===== src/rtl/tm1638_pkg.sv =====
// tm1638_pkg: shared definitions for the TM1638 display driver.
//   - TM1638 command bytes (data-command, address-command, display-control)
//   - seg7(): BCD digit to 7-segment pattern (bit0=a .. bit6=g, bit7=DP)
//   - state_t: frame sequencer states
package tm1638_pkg;

  localparam logic [7:0] CMD_DATA   = 8'h40;  // data write, auto-increment address
  localparam logic [7:0] CMD_ADDR   = 8'hC0;  // start address 0
  localparam logic [7:0] CMD_DISP   = 8'h88;  // display on, brightness in bits [2:0]
  localparam logic [7:0] SEG_DP     = 8'h80;  // decimal point, used as the colon
  localparam logic [7:0] SEG_DASH   = 8'h40;  // shown for non-BCD inputs
  localparam int unsigned DATA_BYTES = 16;

  typedef enum logic [2:0] {
    S_IDLE,
    S_CMD1,
    S_GAP1,
    S_ADDR,
    S_GAP2,
    S_CMD3
  } state_t;

  function automatic logic [7:0] seg7(input logic [3:0] bcd);
    logic [7:0] pat;
    case (bcd)
      4'd0:    pat = 8'h3F;
      4'd1:    pat = 8'h06;
      4'd2:    pat = 8'h5B;
      4'd3:    pat = 8'h4F;
      4'd4:    pat = 8'h66;
      4'd5:    pat = 8'h6D;
      4'd6:    pat = 8'h7D;
      4'd7:    pat = 8'h07;
      4'd8:    pat = 8'h7F;
      4'd9:    pat = 8'h6F;
      default: pat = SEG_DASH;
    endcase
    return pat;
  endfunction

endpackage


===== src/rtl/tm1638_if.sv =====
// tm1638_if: TM1638 3-wire bus.
//   tm_stb  active-low frame strobe
//   tm_clk  serial clock, device samples tm_dio on its rising edge
//   tm_dio  serial data, LSB first
// master: driver side, slave: display board / monitor side.
interface tm1638_if;
  logic tm_stb;
  logic tm_clk;
  logic tm_dio;

  modport master (output tm_stb, output tm_clk, output tm_dio);
  modport slave  (input  tm_stb, input  tm_clk, input  tm_dio);
endinterface


===== src/rtl/tm1638_byte_tx.sv =====
// tm1638_byte_tx: serialises one byte LSB first, one half-bit per tick.
// Ports:
//   clk, rst   system clock, synchronous active-high reset
//   tick       bus-rate strobe; sclk/sdio change only on tick cycles
//   load       capture data; transmission starts on the next tick
//   data       byte to send
//   done       combinational: high on the tick that makes the last sclk rise;
//              a load in that same cycle chains the next byte with no gap
//   sclk,sdio  registered serial clock/data; both idle high
import tm1638_pkg::*;

module tm1638_byte_tx (
  input  logic       clk,
  input  logic       rst,
  input  logic       tick,
  input  logic       load,
  input  logic [7:0] data,
  output logic       done,
  output logic       sclk,
  output logic       sdio
);

  logic [7:0] shreg;
  logic [3:0] phase;   // even: sclk falls + next bit out, odd: sclk rises
  logic       active;

  assign done = tick && active && (phase == 4'd15);

  always_ff @(posedge clk) begin
    if (rst) begin
      shreg  <= '0;
      phase  <= '0;
      active <= 1'b0;
      sclk   <= 1'b1;
      sdio   <= 1'b1;
    end else begin
      if (tick) begin
        if (active) begin
          if (!phase[0]) begin
            sclk <= 1'b0;
            sdio <= shreg[0];
          end else begin
            sclk  <= 1'b1;
            shreg <= shreg >> 1;
          end
          phase <= phase + 1'b1;
          if (phase == 4'd15) active <= 1'b0;
        end else begin
          sclk <= 1'b1;
          sdio <= 1'b1;
        end
      end
      // Placed last so a chained load on the final rise tick wins over the
      // shift and the return to idle.
      if (load) begin
        shreg  <= data;
        phase  <= '0;
        active <= 1'b1;
      end
    end
  end

endmodule


===== src/rtl/tm1638_driver.sv =====
// tm1638_driver: refreshes a TM1638 board with six BCD clock digits.
// Each frame snapshots led1..led6, then sends three STB bursts:
//   0x40 | 0xC0 + 16 data bytes | 0x88|BRIGHT, separated by 2-tick STB-high
//   gaps, then idles REFRESH_TICKS ticks before the next frame.
// Ports:
//   clki        system clock
//   rs          synchronous active-high reset (aborts a frame immediately)
//   led1..led6  BCD digits: sec units/tens, min units/tens, hour units/tens
//   bus         TM1638 STB/CLK/DIO (master modport)
//   busy        high from the CMD1 STB fall until frame_done
//   frame_done  1-cycle pulse as STB rises after the display-control byte
import tm1638_pkg::*;

module tm1638_driver #(
  parameter int unsigned CLK_DIV       = 50,
  parameter int unsigned REFRESH_TICKS = 1000,
  parameter logic [2:0]  BRIGHT        = 3'd7
) (
  input  logic           clki,
  input  logic           rs,
  input  logic [3:0]     led1,
  input  logic [3:0]     led2,
  input  logic [3:0]     led3,
  input  logic [3:0]     led4,
  input  logic [3:0]     led5,
  input  logic [3:0]     led6,
  tm1638_if.master       bus,
  output logic           busy,
  output logic           frame_done
);

  localparam int unsigned TW = (CLK_DIV > 1) ? $clog2(CLK_DIV) : 1;
  localparam logic [TW-1:0] TICK_LAST = TW'(CLK_DIV - 1);
  localparam int unsigned IW = (REFRESH_TICKS > 1) ? $clog2(REFRESH_TICKS) : 1;
  // Loaded at frame_done so the next STB fall lands REFRESH_TICKS ticks later.
  localparam logic [IW-1:0] IDLE_LOAD = (REFRESH_TICKS > 0) ? IW'(REFRESH_TICKS - 1) : '0;

  logic [TW-1:0] tick_cnt;
  logic          tick;

  state_t        state;
  logic          stb;
  logic [IW-1:0] idle_cnt;
  logic          gap_cnt;
  logic          lead;      // first tick of a burst: STB already low, load first byte
  logic          trail;     // last byte finished: raise STB on the next tick
  logic [4:0]    byte_idx;  // data bytes handed to the shifter in the ADDR burst
  logic [3:0]    snap [6];  // snap[0] = led1 .. snap[5] = led6

  logic [7:0]    data_byte;
  logic [7:0]    tx_data;
  logic          tx_load;
  logic          tx_done;
  logic          sclk;
  logic          sdio;

  always_ff @(posedge clki) begin
    if (rs) begin
      tick_cnt <= '0;
    end else if (tick_cnt == TICK_LAST) begin
      tick_cnt <= '0;
    end else begin
      tick_cnt <= tick_cnt + 1'b1;
    end
  end

  assign tick = (tick_cnt == TICK_LAST);

  // Even address 2k carries grid k+1; grid1..grid6 show led6..led1, so grid
  // g (0-based) reads snap[5-g]. Grids 2 and 4 carry the colon.
  always_comb begin
    data_byte = '0;
    if (!byte_idx[0] && (byte_idx[3:1] < 3'd6)) begin
      data_byte = seg7(snap[3'd5 - byte_idx[3:1]]);
      if (byte_idx[3:1] == 3'd1 || byte_idx[3:1] == 3'd3) data_byte = data_byte | SEG_DP;
    end
  end

  always_comb begin
    tx_load = 1'b0;
    tx_data = data_byte;
    if (tick && (state == S_CMD1 || state == S_ADDR || state == S_CMD3)) begin
      if (lead) begin
        tx_load = 1'b1;
        case (state)
          S_CMD1:  tx_data = CMD_DATA;
          S_ADDR:  tx_data = CMD_ADDR;
          default: tx_data = CMD_DISP | {5'b0, BRIGHT};
        endcase
      end else if (tx_done && state == S_ADDR && byte_idx < 5'(DATA_BYTES)) begin
        tx_load = 1'b1;
      end
    end
  end

  always_ff @(posedge clki) begin
    if (rs) begin
      state      <= S_IDLE;
      stb        <= 1'b1;
      busy       <= 1'b0;
      frame_done <= 1'b0;
      idle_cnt   <= '0;
      gap_cnt    <= 1'b0;
      lead       <= 1'b0;
      trail      <= 1'b0;
      byte_idx   <= '0;
      snap       <= '{default: '0};
    end else begin
      frame_done <= 1'b0;
      if (tick) begin
        case (state)
          S_IDLE: begin
            if (idle_cnt == '0) begin
              snap  <= '{led1, led2, led3, led4, led5, led6};
              stb   <= 1'b0;
              busy  <= 1'b1;
              lead  <= 1'b1;
              state <= S_CMD1;
            end else begin
              idle_cnt <= idle_cnt - 1'b1;
            end
          end
          S_GAP1, S_GAP2: begin
            if (!gap_cnt) begin
              gap_cnt <= 1'b1;
            end else begin
              gap_cnt <= 1'b0;
              stb     <= 1'b0;
              lead    <= 1'b1;
              state   <= (state == S_GAP1) ? S_ADDR : S_CMD3;
            end
          end
          default: begin
            if (lead) begin
              lead     <= 1'b0;
              byte_idx <= '0;
            end else if (trail) begin
              trail <= 1'b0;
              stb   <= 1'b1;
              case (state)
                S_CMD1: state <= S_GAP1;
                S_ADDR: state <= S_GAP2;
                default: begin
                  state      <= S_IDLE;
                  busy       <= 1'b0;
                  frame_done <= 1'b1;
                  idle_cnt   <= IDLE_LOAD;
                end
              endcase
            end else if (tx_done) begin
              if (tx_load) byte_idx <= byte_idx + 1'b1;
              else         trail    <= 1'b1;
            end
          end
        endcase
      end
    end
  end

  tm1638_byte_tx u_byte_tx (
    .clk  (clki),
    .rst  (rs),
    .tick (tick),
    .load (tx_load),
    .data (tx_data),
    .done (tx_done),
    .sclk (sclk),
    .sdio (sdio)
  );

  assign bus.tm_stb = stb;
  assign bus.tm_clk = sclk;
  assign bus.tm_dio = sdio;

endmodule


===== src/flat_wrapper.sv =====
// flat-port wrapper written by rule: the top's interface ports become plain ports
module tm1638_driver_flat 
#(
  parameter int unsigned CLK_DIV       = 50,
  parameter int unsigned REFRESH_TICKS = 1000,
  parameter logic [2:0]  BRIGHT        = 3'd7
)
  (clki, rs, led1, led2, led3, led4, led5, led6, busy, frame_done, bus_tm_stb, bus_tm_clk, bus_tm_dio);
  tm1638_if bus_i ();
  input  logic clki;
  input  logic rs;
  input  logic [3:0] led1;
  input  logic [3:0] led2;
  input  logic [3:0] led3;
  input  logic [3:0] led4;
  input  logic [3:0] led5;
  input  logic [3:0] led6;
  output logic busy;
  output logic frame_done;
  output wire logic [$bits(bus_i.tm_stb)-1:0] bus_tm_stb;
  output wire logic [$bits(bus_i.tm_clk)-1:0] bus_tm_clk;
  output wire logic [$bits(bus_i.tm_dio)-1:0] bus_tm_dio;
  assign bus_tm_stb = bus_i.tm_stb;
  assign bus_tm_clk = bus_i.tm_clk;
  assign bus_tm_dio = bus_i.tm_dio;
  tm1638_driver #(.CLK_DIV(CLK_DIV), .REFRESH_TICKS(REFRESH_TICKS), .BRIGHT(BRIGHT)) u_core (.clki(clki), .rs(rs), .led1(led1), .led2(led2), .led3(led3), .led4(led4), .led5(led5), .led6(led6), .bus(bus_i), .busy(busy), .frame_done(frame_done));
endmodule

===== config.mk =====
export PLATFORM = sky130hd
export DESIGN_NAME = tm1638_driver_flat
export DESIGN_NICKNAME = d
export VERILOG_FILES = /design/src/rtl/tm1638_pkg.sv /design/src/rtl/tm1638_if.sv /design/src/rtl/tm1638_byte_tx.sv /design/src/rtl/tm1638_driver.sv /design/src/flat_wrapper.sv
export SDC_FILE = /design/constraint.sdc
export NUM_CORES = 1
export LEC_CHECK = 0
export ABC_CLOCK_PERIOD_IN_PS = 5800
export CORE_ASPECT_RATIO = 0.9
export CORE_MARGIN = 2
export CORE_UTILIZATION = 60
export DETAILED_ROUTE_END_ITERATION = 8
export PLACE_DENSITY = 0.82
export SLEW_MARGIN = 5
export SYNTH_ARGS = -nofsm -noshare
export SYNTH_HDL_FRONTEND = slang
export SYNTH_SLANG_ARGS = --single-unit

===== constraint.sdc =====
create_clock -name clki -period 5.8 [get_ports clki]
set_input_delay 1.45 -clock clki [delete_from_list [all_inputs] [get_ports clki]]
set_output_delay 1.45 -clock clki [all_outputs]
set_load 0.02 [all_outputs]

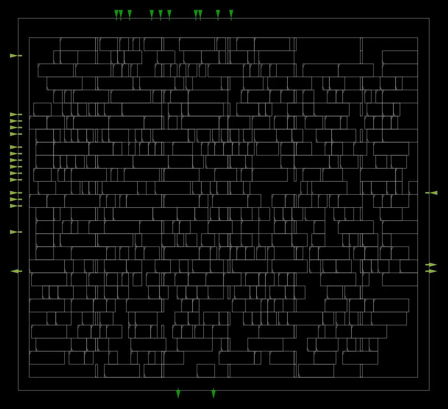
Fig. 1. Cell placement.
Seq/total area: 34.08%
Filler Cell Count: 455
core area: 5725 um2
sequential cell count: 69

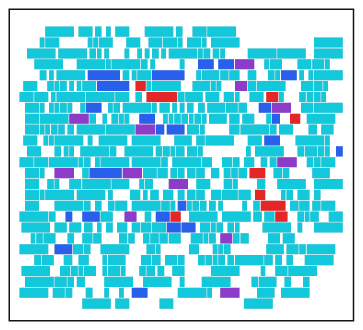
Fig. 2. Cells by drive strength.
(4 px per um)
cyan -> drive 1 or less  # cells 404, share 90%
red -> drive 3 to 4  # cells 9, share 2.0%
purple -> drive 6 and up  # cells 12, share 2.7%
blue -> drive 2  # cells 23, share 5.1%

==> changes_impl.md <==
### Implementation results

* Status: completed
* Post-synth EDFFs at 0
* Largest family of logic cells by area: simple AND/OR/NAND/NOR gates
* Cell Rows at 26
* Post-synth top flop: dfxtp_1
* RSZ-0062 raised after global routing: false
* Total die size at 6638 um2
* Syn Inst Count at 429
* Skew final at roughly 0.011 ns
* Maxcap violations at 0
* Worst setup EP type: flop
* TritonCTS clock tree: done
* Yosys chip area at 3601 um2
* Clock period minus worst slack at 2.828 ns
* Area growth syn-to-layout at 12.54%
* Rel. slew slack at a little over a fifth
* Total number of vias at 3065
* Routed Antenna Nets at 0
* Total wire length at 7.727 mm
* Vias per Instance at 5.917
* Max clock buf depth at 2
* Final hold violation count at 0
* Die width at 85.66 um
* Hold_buf cts at 0
* Area of the mapped netlist at 3601 um2
* WP buf/inv at 2
* Largest net degree at the start of global routing at around 53
* GRT Util Overall at 24.71%
* Reg2reg path depth at 10
* Antenna Cells at 0
* And+or+nand+nor area frac at ~24%
* Clock buffer count at 9
* # Taps at about 70
* Main area contributors: dfxtp_1 (38%), nand2_1 (6.7%), a21oi_1 (6.0%)
* Power Clock at 0.000358 W
* Clock power share at around two fifths
* Most flops, register: u_core.snap
* Top cell excl fill/tap: dfxtp_1
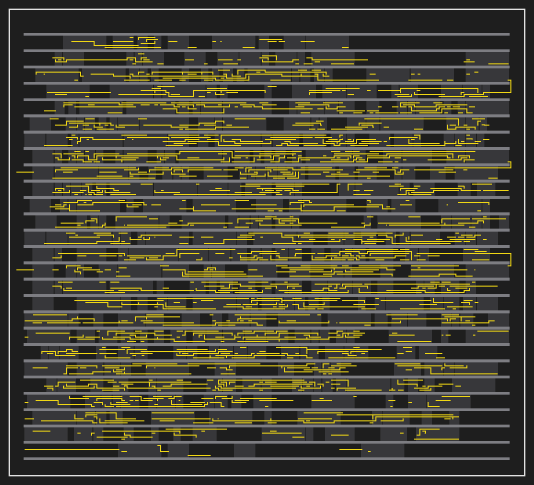
Fig. 3. Metal 1.
(6 px per um) Supply wires on this layer in grey. Cells faint in the background.
wire length on this layer = 3740 um
nets with wire on the layer = 444

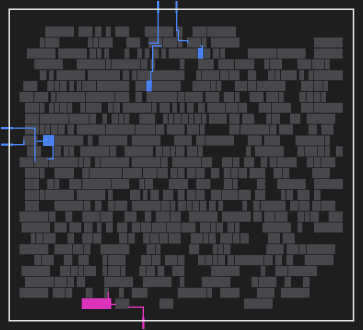
Fig. 4. Nets reached from selected ports.
(4 px per um)
magenta -> busy  # bits 1, direction output, edge bottom, end cells 1, buffers 1, wire 11.5 um
blue -> led6  # bits 4, direction input, edge 2 left, 2 top, end cells 4, buffers 4, wire 63.6 um

-- layer usage --
layer	share of wire [%]	GRT usage [%]	wire, um	vias up
met3	4.9	6.064	379	11
li1	-	-	-	1558
met5	0	0	0	-
met2	45	38.52	3515	72
met4	1.2	9.206	93	0
met1	48	33.18	3738	1424
-- per-stage QoR --
stage | hold WS, ns | instance area, um2 | std cells | setup WS [ns] | util [%]
after floorplan | 0.4329 | 3601 | 429 | 3.415 | -
after CTS | 0.4588 | 4053 | 518 | 3.015 | 70.78
after global placement | 0.4394 | 3872 | 502 | 3.098 | 67.64
final | 0.4578 | 4053 | 518 | 2.972 | 70.78
after global routing | 0.4754 | 4053 | 518 | 2.721 | 70.78
after detailed placement | 0.4471 | 3872 | 502 | 3.034 | 67.64
Power and IR drop assume default switching activity.
